==> config.mk <==
export PLATFORM = sky130hd
export DESIGN_NAME = phase_sequencer_flat
export DESIGN_NICKNAME = d
export VERILOG_FILES = /design/src/rtl/phase_sequencer_if.sv /design/src/rtl/phase_sequencer.sv /design/src/flat_wrapper.sv
export SDC_FILE = /design/constraint.sdc
export NUM_CORES = 1
export LEC_CHECK = 0
export CORE_MARGIN = 5
export CORE_UTILIZATION = 48
export DETAILED_ROUTE_END_ITERATION = 10
export HOLD_SLACK_MARGIN = 0.08
export PLACE_DENSITY = 0.9
export SLEW_MARGIN = 20
export SYNTH_ARGS = -nofsm -noshare
export SYNTH_HDL_FRONTEND = slang
export SYNTH_SLANG_ARGS = --single-unit
==> constraint.sdc <==
create_clock -name CLK -period 2 [get_ports CLK]
set_input_delay 0.4 -clock CLK [delete_from_list [all_inputs] [get_ports CLK]]
set_output_delay 0.4 -clock CLK [all_outputs]
set_load 0.01 [all_outputs]
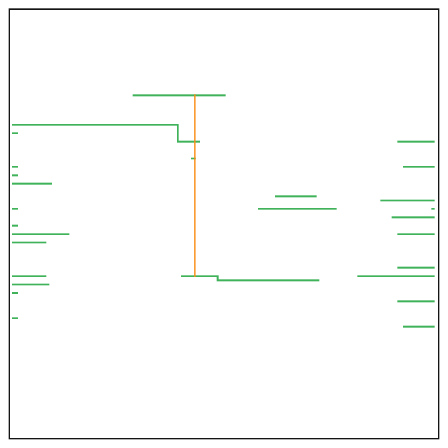
Run 1: wiring by layer
Two of the layers only.
Key: met3 = green [wire length 186 µm]; met4 = orange [wire length 29.2 µm]
Vias: 1583
WL/cell: 13.3 µm
GRT Total Usage: 16.6%
WL final: 3830 µm

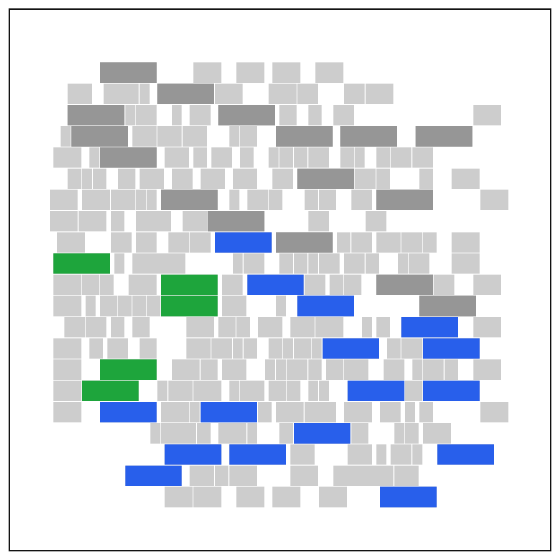
Run 1: sequential cells grouped by signal name
Other sequential cells in the stronger gray, the rest of the logic in the fainter gray.
Key: u_core.state_q = green [flops 5, where left middle]; u_core.bus.cyc_count = blue [flops 16]
Reg area: 741 µm²
fraction of area in registers: 32.7%
P_seq: 0.000753 W
Finished Core Util: 67.4%

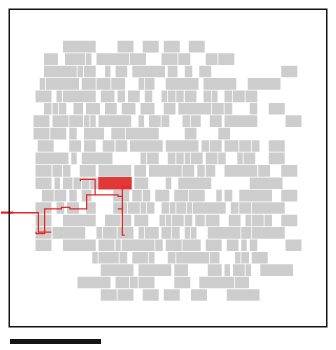
Run 1: port wiring
The bar under the picture is 20 µm long.
Key: bus_FETCH = red [bits 1, direction output, end cells 1, buffers 1, wire 62.2 µm]
IO Pins: 43
Port Buffers: 41

==> flow_metrics.tcl, run 1 <==
# collected from the flow reports
set metrics [dict create \
    outcome "finished clean" \
    path_max_fanout 10 \
    slew_violations 0 \
    fin_area_mm2 0.00227 \
    grt_pass1_wl_um 6670 \
    crit_buf_inv 1 \
    filler_cell_count 302 \
    tritoncts.num_buffers 5 \
    holdBufCountCts 0 \
    mux_share_pct 0.594 \
    post-route-drc-count 0 \
    setup_viol 0 \
    finalClockSkew_ns 0.00659 \
    yosys_area_mm2 0.00168 \
    maxCapViolCount 0 \
    syn_inst 188 \
    via_per_inst 5.50 \
    routabilityCongestion 0.824 \
    cts_root_buffer "clkbuf_4" \
    syn-cell-area_mm2 0.00168 \
    max_slew_margin_pct 60.6 \
    lay_top_cells "41 x clkdlybuf4s50_1, 37 x dfxtp_1, 19 x nor2_1, 15 x a21oi_1" \
    area_growth_pct 34.6 \
    r2r_slack_ns 0.22 \
    simple_gate_share_pct 26.8 \
    cts_max_level 2 \
    drive_gt1_share_pct 11.6 \
    reg2reg_depth 5 \
    drtAntennaViolNets 0 \
    cp_slowest_stage_delay_ns 0.61 \
    finalSetupTns_ns 0 \
    clock-sinks 37 \
    hold_depth 2 \
    grt_pass1_vias 1474 \
    ys_seq_elements 37 \
    logic_family "simple AND/OR/NAND/NOR gates" \
    path_clk_slew_ns 0.11 \
    layout.area.comb_um2 898 \
    arrival_ns 1.47 \
    core_region_area_mm2 0.00336 \
    period_needed_ns 1.87 \
    layout_top_cell "clkdlybuf4s50_1" \
    cpLargestDelayFamily "buffers and inverters" \
    antenna_found_initial 0 \
    nets 249 \
    crit_chain "clkdlybuf4s50_1" \
    dr.pass1.iters 4 \
    worst_pin_slew_ns 0.584 \
    clk-insertion-delay-late_ns 0.34 \
    syn-num-nets 196 \
    dieArea_mm2 0.00479 \
    rsz0062_at_grt "no" \
    cts_tree "done" \
    ys_types 40 \
    placed_cell_area_mm2 0.00222 \
    hold_viol 0 \
    post-cts-setup-buffer-count 0 \
    holdCritPathClass "reg -> reg" \
    die_height_um 69.2 \
    ys_sh_aoi_pct 15.6 \
    critPathCaptureType "primary output" \
    cp_slowest_cell "clkdlybuf4s50_1" \
    fp-row-count 21 \
    fa_ha_area_share_pct 1.49 \
    synth_xor_xnor_area_share_pct 8.84 \
    path_depth 1 \
    grt-ovfl-total 0 \
    ys_seq_share_pct 44.0 \
    tool_warnings 27 \
    clock_path_buffers 2 \
    synth_warnings 0 \
    fin_hold_ws_ns 0.487 \
    period_used_pct 93.6 \
    grt_max_degree 26 \
    worst_setup_path_start_kind "register" \
    dpl.hpwl_um 2860 \
    p_leak_nw 0.784 \
    yosysCellCount 188 \
    ctsResizeCount 0 \
    required_ns 1.60 \
    first_iter_violations 121 \
    timing.fmax_ghz 0.534 \
    power_density_mw_per_mm2 527 \
    syn_avg_cell_area_um2 8.96 \
    n_antenna_cell 0 \
    crit_type "reg -> out" \
    die_w_um 69.2 \
    initCoreUtil_pct 50.1 \
    ir_drop_mv 0.462 \
]
-- run 1: worst reg2reg max path, cell delays in order (launching register included) --
cell and delay, ns:
dfxtp_1 0.53, nor3b_4 0.31, o211ai_2 0.18, buf_4 0.19, or3_1 0.32, a21oi_1 0.18
-- run 1: metrics by stage --
step / power [W] / worst slack, ns / std cells / utilization, %
finish: 0.00119 / 0.128 / 288 / 67.4
detailed placement: 0.000833 / -0.0966 / 280 / 65.9
CTS: 0.00121 / 0.108 / 288 / 67.4
global route: 0.00125 / 0.0243 / 288 / 67.4
global placement: 0.000831 / -0.0167 / 280 / 65.9
floorplan: 0.000799 / 0.258 / 188 / -
-- run 1: report_power, final --
| part | internal [W] | switching [W] | leakage (nW) |
|---|---|---|---|
| sequential | 0.000743 | 0.00000947 | 0.299 |
| combinational | 0.0000323 | 0.0000309 | 0.454 |
| clock | 0.000134 | 0.000244 | 0.0320 |
-- run 1: synth_stat cells (all sizes together) --
cell	number	share of area (%)
nor2	19	4.2
o31ai	7	3.1
inv	3	0.67
ha	2	1.5
a22oi	1	0.45
a211oi	1	0.45
nor2b	2	0.74
xnor2	6	3.1
buf	1	0.45
o21ai	12	3.8
or3	7	3.0
a21oi	15	4.5
and3	1	0.37
or2	1	0.37
and4	2	1.0
or4	8	3.6
nand2b	3	1.1
nand4	3	2.0
xor2	11	5.7
o2111ai	2	1.0
nand2	13	2.9
o311a	1	0.59
o211ai	2	1.2
o311ai	1	0.52
clkbuf	7	1.6
dfxtp	37	44
nand3	7	2.1
and2	1	0.37
nor4	2	0.74
nor3b	2	1.6
and4b	1	0.59
mux2i	1	0.59
nor3	6	2.1
-- run 1: final cells by class --
cell class	instances	share of cell area [%]
flip-flops and latches	37	32.7
well taps	46	2.54
clock buffers	6	1.82
multi-input cells	140	39.6
repair buffers	54	22.4
inverters	3	0.497
clock inverters	2	0.442
-- run 1: layer usage --
layer  up-vias  track usage (%)  wire, µm
li1        790                -         -
met1       756             20.6      1660
met2        34             27.8      1950
met3         3             5.36       186
met4         0             4.12        29
met5         -                0         0
-- run 1: cell families after synthesis --
family | count (synthesis)
muxes | 1
and+or+nand+nor | 78
buffers and inverters | 11
AOI/OAI and AO/OA | 42
DFF | 37
adders and majority gates | 2
xor gates and xnor gates | 17
==> inputs of run 2 (changes only) <==
--- a/config.mk
+++ b/config.mk
@@ -14,3 +14,4 @@
 export SYNTH_ARGS = -nofsm -noshare
 export SYNTH_HDL_FRONTEND = slang
 export SYNTH_SLANG_ARGS = --single-unit
+export TNS_END_PERCENT = 5
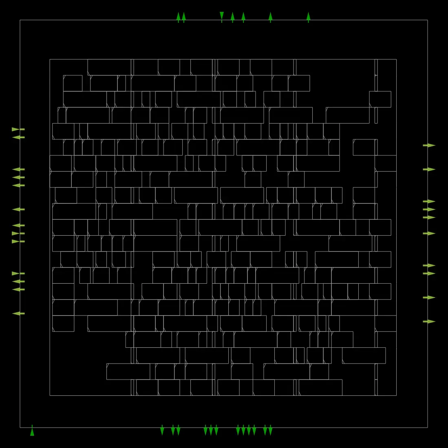
Run 2: cell outlines without signal wires
final cell count without fillers: 288
Core Region: 0.00336 mm²
registers: 37
Tapcells: 46

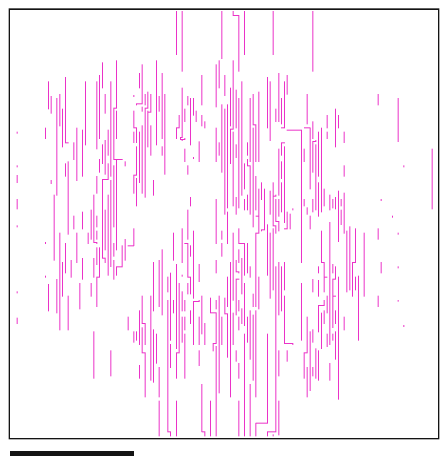
Run 2: the metal 2 layer
The bar under the picture is 20 µm long.
The longest straight run is 26.7 µm. The wires run mostly vertical. The layer holds 51% of the routed length. The layer carries 1950 µm of wire. 219 nets have wire on it.
M2 GR Usage: 27.8%

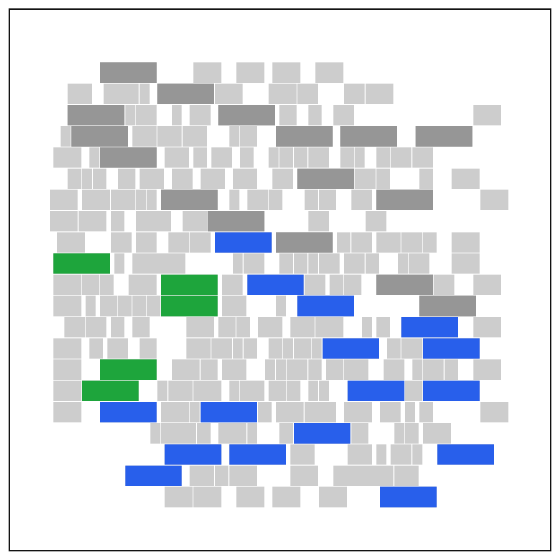
Run 2: sequential cells grouped by signal name
Other sequential cells in the stronger gray, the rest of the logic in the fainter gray.
Key: u_core.bus.cyc_count = blue [flops 16]; u_core.state_q = green [flops 5, where left middle]
Another 16 sequential cells are not colored.

==> flow_metrics.tcl, run 2 <==
# collected from the flow reports
set metrics [dict create \
    ys_types 40 \
    required_ns 1.60 \
    ys_seq_share_pct 44.0 \
    yosys_area_mm2 0.00168 \
    n_antenna_cell 0 \
    cts_tree "done" \
    power_density_mw_per_mm2 527 \
    max_slew_margin_pct 60.6 \
    layout.area.comb_um2 898 \
    ir_drop_mv 0.462 \
    grt_pass1_wl_um 6670 \
    die_w_um 69.2 \
    tool_warnings 27 \
    clock-sinks 37 \
    initCoreUtil_pct 50.1 \
    grt-ovfl-total 0 \
    p_sw_w 0.000284 \
    yosysMostFrequentCell "dfxtp_1" \
    period_used_pct 93.6 \
    die_height_um 69.2 \
    routabilityCongestion 0.824 \
    crit_buf_inv 1 \
    grt_usage_pct 16.6 \
    cpLargestDelayFamily "buffers and inverters" \
    grt_max_degree 26 \
    power_frac_seq_pct 63.0 \
    dr.pass1.iters 4 \
    hold_depth 2 \
    p_comb_share_pct 5.3 \
    num_io_pins 43 \
    path_clk_slew_ns 0.11 \
    holdCritPathClass "reg -> reg" \
    p_int_w 0.000909 \
    fin_hold_ws_ns 0.487 \
    wl_per_cell_um 13.3 \
    ff_type "dfxtp_1" \
    ctsResizeCount 0 \
    vias 1583 \
    synth_xor_xnor_area_share_pct 8.84 \
    edf_count 0 \
    worst_pin_slew_ns 0.584 \
    clockPowerShare_pct 31.7 \
    ys_sh_aoi_pct 15.6 \
    tritoncts.num_buffers 5 \
    grt_pass1_vias 1474 \
    hold_viol 0 \
    top_layer_used "met4" \
    finalSetupTns_ns 0 \
    logic_family "simple AND/OR/NAND/NOR gates" \
    top_area_cell "dfxtp_1" \
    antenna_found_initial 0 \
    dp_cells 280 \
    cp_slowest_cell "clkdlybuf4s50_1" \
    arrival_ns 1.47 \
    finalClockSkew_ns 0.00659 \
    first_iter_violations 121 \
    ys_async_sr_fraction_pct 0 \
    timing.fmax_ghz 0.534 \
    slew_violations 0 \
    layout_top_cell "clkdlybuf4s50_1" \
    drt_wl_total_um 3830 \
    cts_root_buffer "clkbuf_4" \
    post-route-drc-count 0 \
    cp_slowest_stage_delay_ns 0.61 \
    reg2reg_depth 5 \
    setup_viol 0 \
    final_util_pct 67.4 \
    fa_ha_area_share_pct 1.49 \
    p_leak_nw 0.784 \
    drt-met1-wl_um 1660 \
    drive_gt1_share_pct 11.6 \
    simple_gate_share_pct 26.8 \
    met3_length_um 186 \
    maxCapViolCount 0 \
    crit_type "reg -> out" \
    syn_avg_cell_area_um2 8.96 \
    cts_max_level 2 \
    lay_top_cells "41 x clkdlybuf4s50_1, 37 x dfxtp_1, 19 x nor2_1, 15 x a21oi_1" \
    port_buffers 41 \
    syn_inst 188 \
    flop_area_um2 741 \
    nets 249 \
    path_max_fanout 10 \
    wl_met2_um 1950 \
    top_cells_by_count "37 x dfxtp_1, 19 x nor2_1, 15 x a21oi_1, 13 x nand2_1" \
    fin_area_mm2 0.00227 \
    ys_seq_elements 37 \
    syn-cell-area_mm2 0.00168 \
    top_cell_area_share_pct 44.0 \
    fp-row-count 21 \
    syn-num-nets 196 \
    dpl.hpwl_um 2860 \
    synth_warnings 0 \
    outcome "finished clean" \
    period_needed_ns 1.87 \
    critPathCaptureType "primary output" \
    path_depth 1 \
    synthTopCellsByArea "dfxtp_1 44%, xor2_1 5.7%, a21oi_1 4.5%, nor2_1 4.2%, or4_1 3.6%" \
    worst_setup_path_start_kind "register" \
    crit_chain "clkdlybuf4s50_1" \
    dieArea_mm2 0.00479 \
    holdBufCountCts 0 \
    rsz0062_at_grt "no" \
    placed_cell_area_mm2 0.00222 \
    yosysCellCount 188 \
    clk-insertion-delay-late_ns 0.34 \
    mux_share_pct 0.594 \
    via_per_inst 5.50 \
    area_growth_pct 34.6 \
]
-- run 2: cell counts in the layout (fill, tap and decap cells not counted) --
Identical to the previous run, type by type.
-- run 2: cells by family (layout without fill, tap and decap cells) --
kind of cell / count (synthesis) / in the layout
compound gates: 42 / 42
xor+xnor: 17 / 17
fa+ha+maj: 2 / 2
buf+inv: 11 / 65
flops: 37 / 37
mux: 1 / 1
simple gates: 78 / 78
-- run 2: layout make-up --
type	instances	share of cell area [%]
multi-input combinational	140	39.6
sequential	37	32.7
timing repair buffer	54	22.4
tap	46	2.54
clock buffer	6	1.82
inverter	3	0.497
clock inverter	2	0.442
-- run 2: power groups by stage --
stage / combinational [W] / clock [W] / sequential [W]
2_1_floorplan: 0.0000282 / 0 / 0.000771
3_3_place_gp: 0.0000620 / 0 / 0.000769
4_1_cts: 0.0000634 / 0.000391 / 0.000753
5_1_grt: 0.0000683 / 0.000422 / 0.000755
3_5_place_dp: 0.0000631 / 0 / 0.000769
6_report: 0.0000632 / 0.000378 / 0.000753
-- run 2: worst min-delay path, delay by kind of cell (launching register included) --
family             cells  cell delay (ns)
AOI/OAI and AO/OA      2             0.11
DFF                    1             0.34
-- run 2: layer usage --
metal  global-route usage, %  vias up
met3                    5.36        3
met1                    20.6      756
met2                    27.8       34
li1                        -      790
met4                    4.12        0
met5                       0        -
-- run 2: metrics by stage --
step	setup slack [ns]	power, W
floorplan	0.258	0.000799
global placement	-0.0167	0.000831
detailed placement	-0.0966	0.000833
CTS	0.108	0.00121
global route	0.0243	0.00125
finish	0.128	0.00119
Power figures rest on the tool's default switching activity, not on a simulated workload.
